[src/rtl/seqgen_pkg.sv]
// -----------------------------------------------------------------------------
// seqgen_pkg
// Shared definitions for the serial pattern generator and the detector benches
// that consume its stream: FSM state encoding, pattern-select encoding and the
// four 5-bit pattern constants (sent MSB first).
// -----------------------------------------------------------------------------
package seqgen_pkg;

  localparam int PAT_LEN = 5;

  typedef logic [PAT_LEN-1:0] pattern_t;

  // Index of the first bit on the wire.
  localparam logic [2:0] PAT_MSB = 3'(PAT_LEN - 1);

  typedef enum logic [1:0] {
    SEL_10111 = 2'b00,
    SEL_01010 = 2'b01,
    SEL_10101 = 2'b10,
    SEL_10100 = 2'b11
  } pattern_sel_t;

  localparam pattern_t PAT_10111 = 5'b10111;
  localparam pattern_t PAT_01010 = 5'b01010;
  localparam pattern_t PAT_10101 = 5'b10101;
  localparam pattern_t PAT_10100 = 5'b10100;

  typedef enum logic [2:0] {
    ST_IDLE,
    ST_ARM,
    ST_SEND,
    ST_GAP,
    ST_DONE
  } state_t;

endpackage

[src/rtl/seq_pattern_lut.sv]
// -----------------------------------------------------------------------------
// seq_pattern_lut
// Maps the 2-bit pattern select onto the 5-bit pattern that is shifted out.
//   sel     in  2  pattern select (seqgen_pkg::pattern_sel_t encoding)
//   pattern out 5  pattern bits, bit 4 is transmitted first
// -----------------------------------------------------------------------------
module seq_pattern_lut
  import seqgen_pkg::*;
(
  input  logic [1:0] sel,
  output pattern_t   pattern
);

  always_comb begin
    pattern = PAT_10111;
    unique case (pattern_sel_t'(sel))
      SEL_10111: pattern = PAT_10111;
      SEL_01010: pattern = PAT_01010;
      SEL_10101: pattern = PAT_10101;
      SEL_10100: pattern = PAT_10100;
      default:   pattern = PAT_10111;
    endcase
  end

endmodule

[src/rtl/sequence_generator.sv]
// -----------------------------------------------------------------------------
// sequence_generator
// Command-driven serial pattern source. A command selects one of four 5-bit
// patterns, how many instances to send and how many idle bits to insert
// between instances; the block then streams the bits MSB first.
//
// Parameters
//   IDLE_LEVEL  level of serial_out whenever no pattern bit is being sent
//   COUNT_W     width of sent_count
// Ports
//   clk             in   1        rising-edge clock
//   reset           in   1        synchronous, active-high reset
//   cmd_valid       in   1        command request
//   cmd_ready       out  1        command can be accepted (IDLE, out of reset)
//   cmd_pattern     in   2        pattern select
//   cmd_repeat      in   8        instances to send (0..255)
//   cmd_gap         in   4        idle bits between instances (0..15)
//   abort           in   1        drop the running command, back to IDLE
//   serial_out      out  1        serial stream
//   serial_valid    out  1        serial_out carries a pattern bit
//   pattern_sel_out out  2        pattern currently selected
//   busy            out  1        any state other than IDLE
//   done            out  1        one-cycle pulse on normal completion
//   sent_count      out  COUNT_W  completed instances since last clear (saturating)
// -----------------------------------------------------------------------------
module sequence_generator
  import seqgen_pkg::*;
#(
  parameter logic IDLE_LEVEL = 1'b0,
  parameter int   COUNT_W    = 16
) (
  input  logic               clk,
  input  logic               reset,
  input  logic               cmd_valid,
  output logic               cmd_ready,
  input  logic [1:0]         cmd_pattern,
  input  logic [7:0]         cmd_repeat,
  input  logic [3:0]         cmd_gap,
  input  logic               abort,
  output logic               serial_out,
  output logic               serial_valid,
  output logic [1:0]         pattern_sel_out,
  output logic               busy,
  output logic               done,
  output logic [COUNT_W-1:0] sent_count
);

  state_t     state, state_nxt;
  logic       reset_q;      // high for the cycle following any reset edge
  logic [7:0] rep_left;     // instances still to complete
  logic [3:0] gap_len;      // latched cmd_gap
  logic [3:0] gap_cnt;      // idle cycles left in the current gap
  logic [2:0] bit_idx;      // pattern bit currently on the wire
  pattern_t   pattern;

  logic accept;
  logic bit0_edge;

  seq_pattern_lut u_lut (
    .sel     (pattern_sel_out),
    .pattern (pattern)
  );

  assign accept    = cmd_valid && cmd_ready;
  // The edge that puts bit 0 on the wire completes an instance.
  assign bit0_edge = (state == ST_SEND) && (bit_idx == 3'd1) && !abort;

  // ---------------------------------------------------------------------------
  // State register
  // ---------------------------------------------------------------------------
  // NOTE: all clocked state uses non-blocking assignments so every register
  // samples the pre-edge values of its neighbours, independent of block order.
  always_ff @(posedge clk) begin
    if (reset) begin
      state   <= ST_IDLE;
      reset_q <= 1'b1;
    end else begin
      state   <= state_nxt;
      reset_q <= 1'b0;
    end
  end

  // ---------------------------------------------------------------------------
  // Next-state logic
  // ---------------------------------------------------------------------------
  // NOTE: the default assignment first means every path assigns state_nxt,
  // so no latch can be inferred for it.
  always_comb begin
    state_nxt = state;
    unique case (state)
      ST_IDLE: if (accept) state_nxt = ST_ARM;
      ST_ARM: begin
        if (abort)                 state_nxt = ST_IDLE;
        else if (rep_left == 8'd0) state_nxt = ST_DONE;
        else                       state_nxt = ST_SEND;
      end
      ST_SEND: begin
        if (abort) begin
          state_nxt = ST_IDLE;
        end else if (bit_idx == 3'd0) begin
          // rep_left was already decremented when bit 0 went out.
          if (rep_left == 8'd0)     state_nxt = ST_DONE;
          else if (gap_len != 4'd0) state_nxt = ST_GAP;
          else                      state_nxt = ST_SEND;
        end
      end
      ST_GAP: begin
        if (abort)                state_nxt = ST_IDLE;
        else if (gap_cnt == 4'd1) state_nxt = ST_SEND;
      end
      ST_DONE: state_nxt = ST_IDLE;
      default: state_nxt = ST_IDLE;
    endcase
  end

  // ---------------------------------------------------------------------------
  // Command latch, bit/gap counters and instance counter
  // ---------------------------------------------------------------------------
  // NOTE: the reset is synchronous; every register here is a plain flop, so
  // all of them are reset and nothing powers up into an undefined command.
  always_ff @(posedge clk) begin
    if (reset) begin
      pattern_sel_out <= 2'b00;
      sent_count      <= '0;
      rep_left        <= 8'd0;
      gap_len         <= 4'd0;
      gap_cnt         <= 4'd0;
      bit_idx         <= 3'd0;
    end else begin
      if (accept) begin
        rep_left        <= cmd_repeat;
        gap_len         <= cmd_gap;
        pattern_sel_out <= cmd_pattern;
        // A new pattern starts a new count; resending the same one continues.
        if (cmd_pattern != pattern_sel_out) sent_count <= '0;
      end

      // Reload the MSB on entry to SEND, including back-to-back instances.
      if (state_nxt == ST_SEND && (state != ST_SEND || bit_idx == 3'd0))
        bit_idx <= PAT_MSB;
      else if (state == ST_SEND && bit_idx != 3'd0)
        bit_idx <= bit_idx - 3'd1;

      if (state == ST_SEND && state_nxt == ST_GAP)
        gap_cnt <= gap_len;
      else if (state == ST_GAP && gap_cnt != 4'd0)
        gap_cnt <= gap_cnt - 4'd1;

      if (bit0_edge) begin
        rep_left <= rep_left - 8'd1;
        if (sent_count != '1) sent_count <= sent_count + COUNT_W'(1);
      end
    end
  end

  // ---------------------------------------------------------------------------
  // Outputs, decoded from registered state only
  // ---------------------------------------------------------------------------
  always_comb begin
    cmd_ready    = (state == ST_IDLE) && !reset_q;
    busy         = (state != ST_IDLE);
    done         = (state == ST_DONE);
    serial_valid = (state == ST_SEND);
    serial_out   = IDLE_LEVEL;
    if (state == ST_SEND) serial_out = pattern[bit_idx];
  end

endmodule

[config.mk]
export PLATFORM = sky130hd
export DESIGN_NAME = sequence_generator
export DESIGN_NICKNAME = d
export VERILOG_FILES = /design/src/rtl/seqgen_pkg.sv /design/src/rtl/seq_pattern_lut.sv /design/src/rtl/sequence_generator.sv
export SDC_FILE = /design/constraint.sdc
export NUM_CORES = 1
export LEC_CHECK = 0
export ABC_AREA = 1
export CAP_MARGIN = 20
export CORE_MARGIN = 2
export CORE_UTILIZATION = 58
export DETAILED_ROUTE_END_ITERATION = 8
export PLACE_DENSITY = 0.95
export SYNTH_ARGS = -nofsm -noshare
export SYNTH_HDL_FRONTEND = slang
export SYNTH_SLANG_ARGS = --single-unit
[constraint.sdc]
create_clock -name clk -period 4.9 [get_ports clk]
set_input_delay 0.49 -clock clk [delete_from_list [all_inputs] [get_ports clk]]
set_output_delay 0.49 -clock clk [all_outputs]
set_load 0.005 [all_outputs]
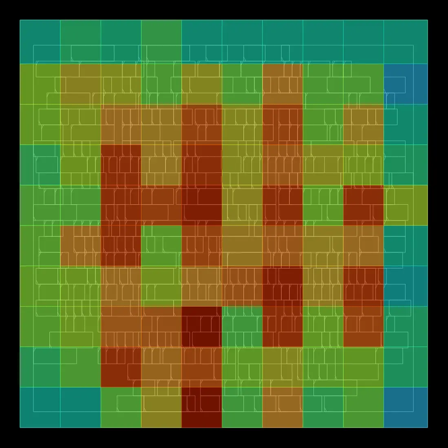
run_1/congestion_map.png
Layout Utilization: 0.7373
GRT Max-Usage Layer: met2
met3 Use GR: 0.05378
drt wl/cell: 12.75 um

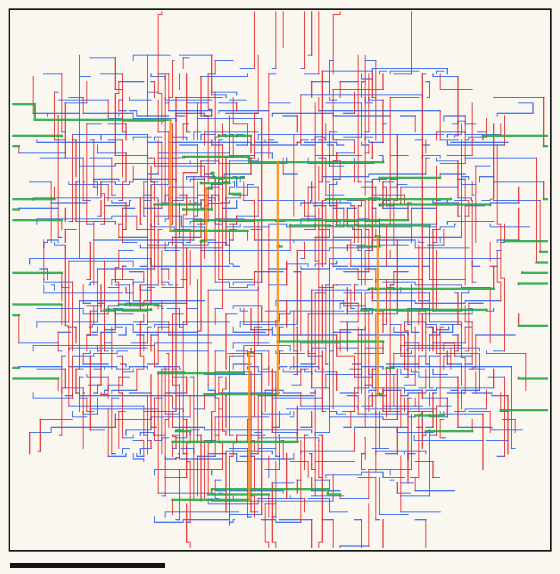
run_1/layers.png
The bar under the picture is 20 um long.
[M1] blue | wire length: 2590 um
[M3] green | wire length: 386 um
[M2] red | wire length: 2920 um
[M4] orange | wire length: 90.4 um

==> impl_metrics.toml, run 1 <==
# flow metrics
[outcome]
status = "finished clean"

[synth]
async_flop_share = 0
xor_share = 0.02457
adder_share = 0.03511
synthTopCellsByArea = "dfxtp_1 (33%), nand2_1 (13%), nor2_1 (7.8%)"
top_area_frac = 0.3290
floorplan.nets = 406
top_cell = "nand2_1"
largest_area_cell = "dfxtp_1"
synthAoiAreaFrac = 0.1565
synthTopLogicFamily = "simple AND/OR/NAND/NOR gates"
ys_seq_share = 0.3290
synth-edff-count = 0
syn_inst = 381
ys_area_mm2 = 0.002495
ff_type = "dfxtp_1"
ys_seq_elements = 41
syn_avg_cell_area_um2 = 6.548

[cells_and_area]
dominant_cells = "multi-input combinational cells"
clockNetworkAreaShare = 0.02886
seq_share = 0.2744
diodes = 0
clock_buffers = 7
reg.largest.list = "sent_count x16, rep_left x8"
flop-count = 41
buf_share = 0.1338
sh_comb_area = 0.4730
stdcell_count = 470
inverters = 55
final_nets = 445
largest_reg_flops = 16
top_register = "sent_count"
final_cell_mix = "nand2_1 (84), nor2_1 (52), inv_1 (48)"
drive_gt1_frac = 0.07143
fin_area_mm2 = 0.002992

[power_and_ir_drop]
power.internal_mw = 0.4898
p_sw_mw = 0.1713
p_clk_frac = 0.341
total_power_mw = 0.6611
seqPwrFrac = 0.526
comb_power_share = 0.133
p_seq_mw = 0.348
p_leak_nw = 1.169
pg_comb_mw = 0.0880
power_leader = "sequential cells"
power_density_mw_per_mm2 = 221.0

[clock_network]
tritoncts = "built"
insertion_delay_ns = 0.30
cts_buffer_depth = 2
cts_resized = 0
htreeDepth = 2
clock-sinks = 41
cts_buffers = 5
root_buffer = "clkbuf_8"
postCtsSetupBuffers = 0
clk_pin_slew_ns = 0.07
ctsHoldBuffers = 0

[global_routing]
grt_usage = 0.2571
grt_start_max_net_pins = 24
grt_overflow_total = 0
use_met2 = 0.4455
grt_pass1_vias = 2318

[critical_path]
r2r_cells = 10
cp-endpoint = "serial_out"
cp.depth = 5
worstReg2RegStart = "state[0]"
path_max_fanout = 9
critPathLaunchType = "register"
r2r_setup_slack_ns = 2.93
path_class = "reg2out"
worstReg2RegEnd = "sent_count[10]"
cp_top_family = "buffers and inverters"
crit_start = "state[1]"
max_stage_delay_ns = 0.57
crit_path_end_kind = "output port"
crit_buf_inv = 2
cp_slowest_cell = "clkdlybuf4s50_1"
worstPathRequired_ns = 4.41

[drt]
wl_met2_mm = 2.923
drc = 0
drtPass1Iterations = 4
wl_mm = 5.992
wl_met1_mm = 2.592
postRouteAntennaNets = 0
wl_met3_um = 386
drtIter0Drc = 222

[place]
portBuffers = 40
gp_congestion = 0.9037
place_area_mm2 = 0.002905
hpwlAfterDp_mm = 4.250

[die]
taps = 50
num_rows = 23
boundaryPins = 41
core_mm2 = 0.004058

[timing]
skew_ns = 0.006111
grt_setup_unrepaired = "no"
worst_slack_ns = 2.350
min_period_ns = 2.550
fin_crit_sh = 0.5204
fmax_mhz = 392.2
holdWs_ns = 0.4694
hold_viol = 0
fin_setup_tns_ns = 0
setup_viol = 0

[run]
openroad.warnings = 29
maxCapViolCount = 0

[hold_path]
min_path_cells = 2
hp-start = "rep_left[6]"
worst_hold_path_type = "reg2reg"
min_to = "rep_left[6]"
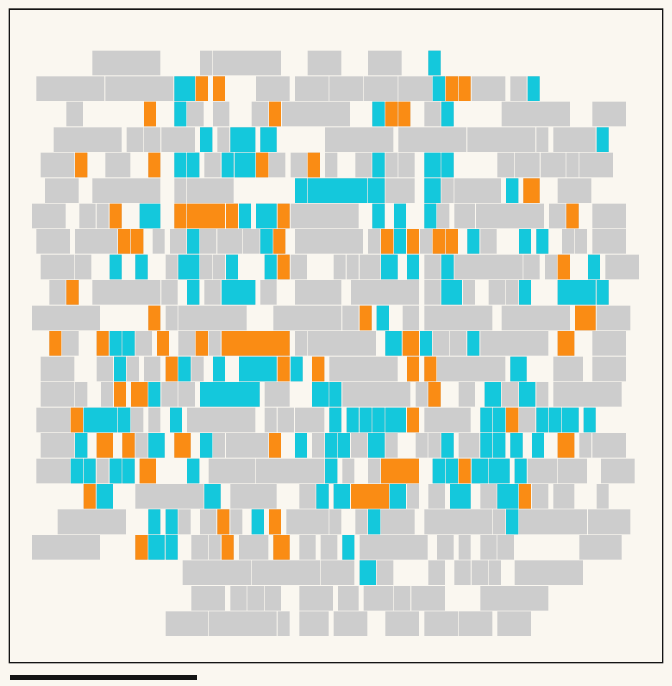
run_1/gates.png
The bar under the picture is 20 um long.
[nor cells] orange | cells: 66
[nand cells] cyan | cells: 121

run_1/clock_wires.png
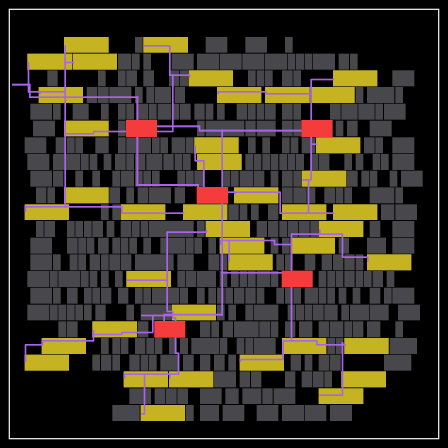

==> run 2, diff against run 1 <==
--- a/config.mk
+++ b/config.mk
@@ -8,9 +8,9 @@
 export ABC_AREA = 1
 export CAP_MARGIN = 20
 export CORE_MARGIN = 2
-export CORE_UTILIZATION = 58
+export CORE_UTILIZATION = 53
 export DETAILED_ROUTE_END_ITERATION = 8
-export PLACE_DENSITY = 0.95
+export PLACE_DENSITY = 0.91
 export SYNTH_ARGS = -nofsm -noshare
 export SYNTH_HDL_FRONTEND = slang
 export SYNTH_SLANG_ARGS = --single-unit
==> constraint.sdc (replaced) <==
create_clock -name clk -period 2.6 [get_ports clk]
set_input_delay 0.26 -clock clk [delete_from_list [all_inputs] [get_ports clk]]
set_output_delay 0.26 -clock clk [all_outputs]
set_load 0.005 [all_outputs]
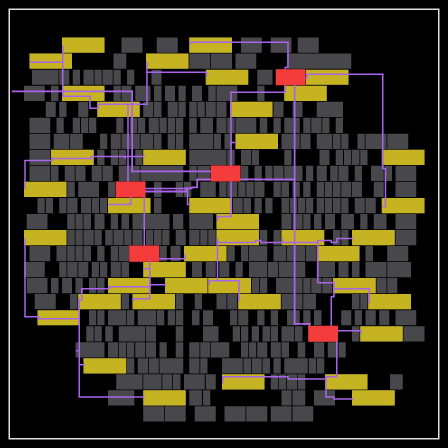
run_2/clock_wires.png
[clock wires] purple | length: 553 um
[clock-net drivers] red | count: 5
[flip-flops] yellow | count: 41
flops lie: widely spread
routed clock nets: 6

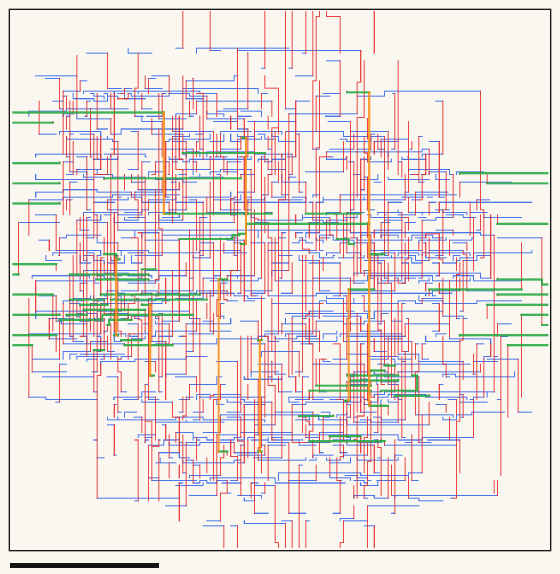
run_2/layers.png
The bar under the picture is 20 um long.
[M4] orange | wire length: 143 um
[M1] blue | wire length: 2680 um
[M2] red | wire length: 2860 um
[M3] green | wire length: 414 um

==> run 2 against run 1 <==
Compared with the run above:
- core utilization is 5.5 points lower
- wire length is 1.6% higher
- synthesized area unchanged
- total power rose by 110%
- register-to-register slack worse by 2.3 ns
- clock power increased by 140%
- critical endpoint unchanged
- largest cell class unchanged
==> impl_metrics.toml, run 2 <==
# flow metrics
[drt]
postRouteAntennaNets = 0
wl_met3_um = 414
wl_mm = 6.089
wl_met2_mm = 2.856
wl_met1_mm = 2.676
wire_per_inst_um = 12.85
drtPass1Iterations = 6
drtIter0Drc = 185
drc = 0

[clock_network]
tritoncts = "built"
cts_buffer_depth = 2
cts_buffers = 5
cts_resized = 0
insertion_delay_ns = 0.30
root_buffer = "clkbuf_8"
ctsHoldBuffers = 0
postCtsSetupBuffers = 0
htreeDepth = 2

[power_and_ir_drop]
p_clk_frac = 0.397
power_leader = "sequential cells"
p_sw_mw = 0.3342
total_power_mw = 1.361
seqPwrFrac = 0.482
pg_comb_mw = 0.164
p_seq_mw = 0.655
p_leak_nw = 1.187
power_density_mw_per_mm2 = 448.8
comb_power_share = 0.121

[synth]
syn_inst = 381
floorplan.nets = 406
adder_share = 0.03511
xor_share = 0.02457
synthAoiAreaFrac = 0.1565
synth-edff-count = 0
largest_area_cell = "dfxtp_1"
top_area_frac = 0.3290
synthTopLogicFamily = "simple AND/OR/NAND/NOR gates"
syn_avg_cell_area_um2 = 6.548
top_cell = "nand2_1"
ys_seq_elements = 41
async_flop_share = 0

[critical_path]
cp.depth = 5
r2r_cells = 10
cp_top_family = "buffers and inverters"
crit_start = "state[1]"
cp-endpoint = "serial_out"
worstPathRequired_ns = 2.34
path_class = "reg2out"
critPathLaunchType = "register"
r2r_setup_slack_ns = 0.68
worstReg2RegStart = "state[0]"
worstReg2RegEnd = "sent_count[10]"
crit_path_end_kind = "output port"
max_stage_delay_ns = 0.57

[cells_and_area]
fin_area_mm2 = 0.003032
clock_buffers = 7
inverters = 55
final_nets = 446
flop-count = 41
buf_share = 0.1345
largest_reg_flops = 16
diodes = 0
stdcell_count = 474
seq_share = 0.2707
dominant_cells = "multi-input combinational cells"
clockNetworkAreaShare = 0.03838
top_register = "sent_count"

[place]
portBuffers = 40
place_area_mm2 = 0.002915
gp_congestion = 0.8988

[die]
boundaryPins = 41
num_rows = 24
taps = 52
core_mm2 = 0.004444

[global_routing]
grt_start_max_net_pins = 23
grt_pass1_vias = 2378
use_met2 = 0.4091
grt_busiest_layer = "met2"
use_met3 = 0.04420
grt_usage = 0.2401
grt_overflow_total = 0

[timing]
fmax_mhz = 428.5
min_period_ns = 2.333
grt_setup_unrepaired = "no"
worstMarginPinSlew_ns = 0.5871
fin_setup_tns_ns = 0
skew_ns = 0.009444
holdWs_ns = 0.4790
hold_viol = 0
setup_viol = 0
fin_crit_sh = 0.8975

[run]
openroad.warnings = 29

[outcome]
status = "finished clean"

[hold_path]
min_to = "rep_left[6]"
hp-start = "rep_left[6]"
min_path_cells = 2
worst_hold_path_type = "reg2reg"
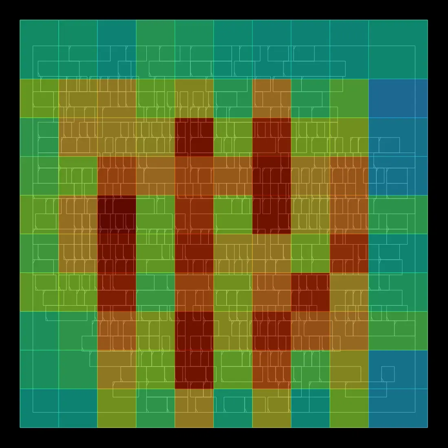
run_2/congestion_map.png
met1 Use GR: 0.2960
Layout Utilization: 0.6822

No activity file was given, so power comes from the tool's default toggle rates.
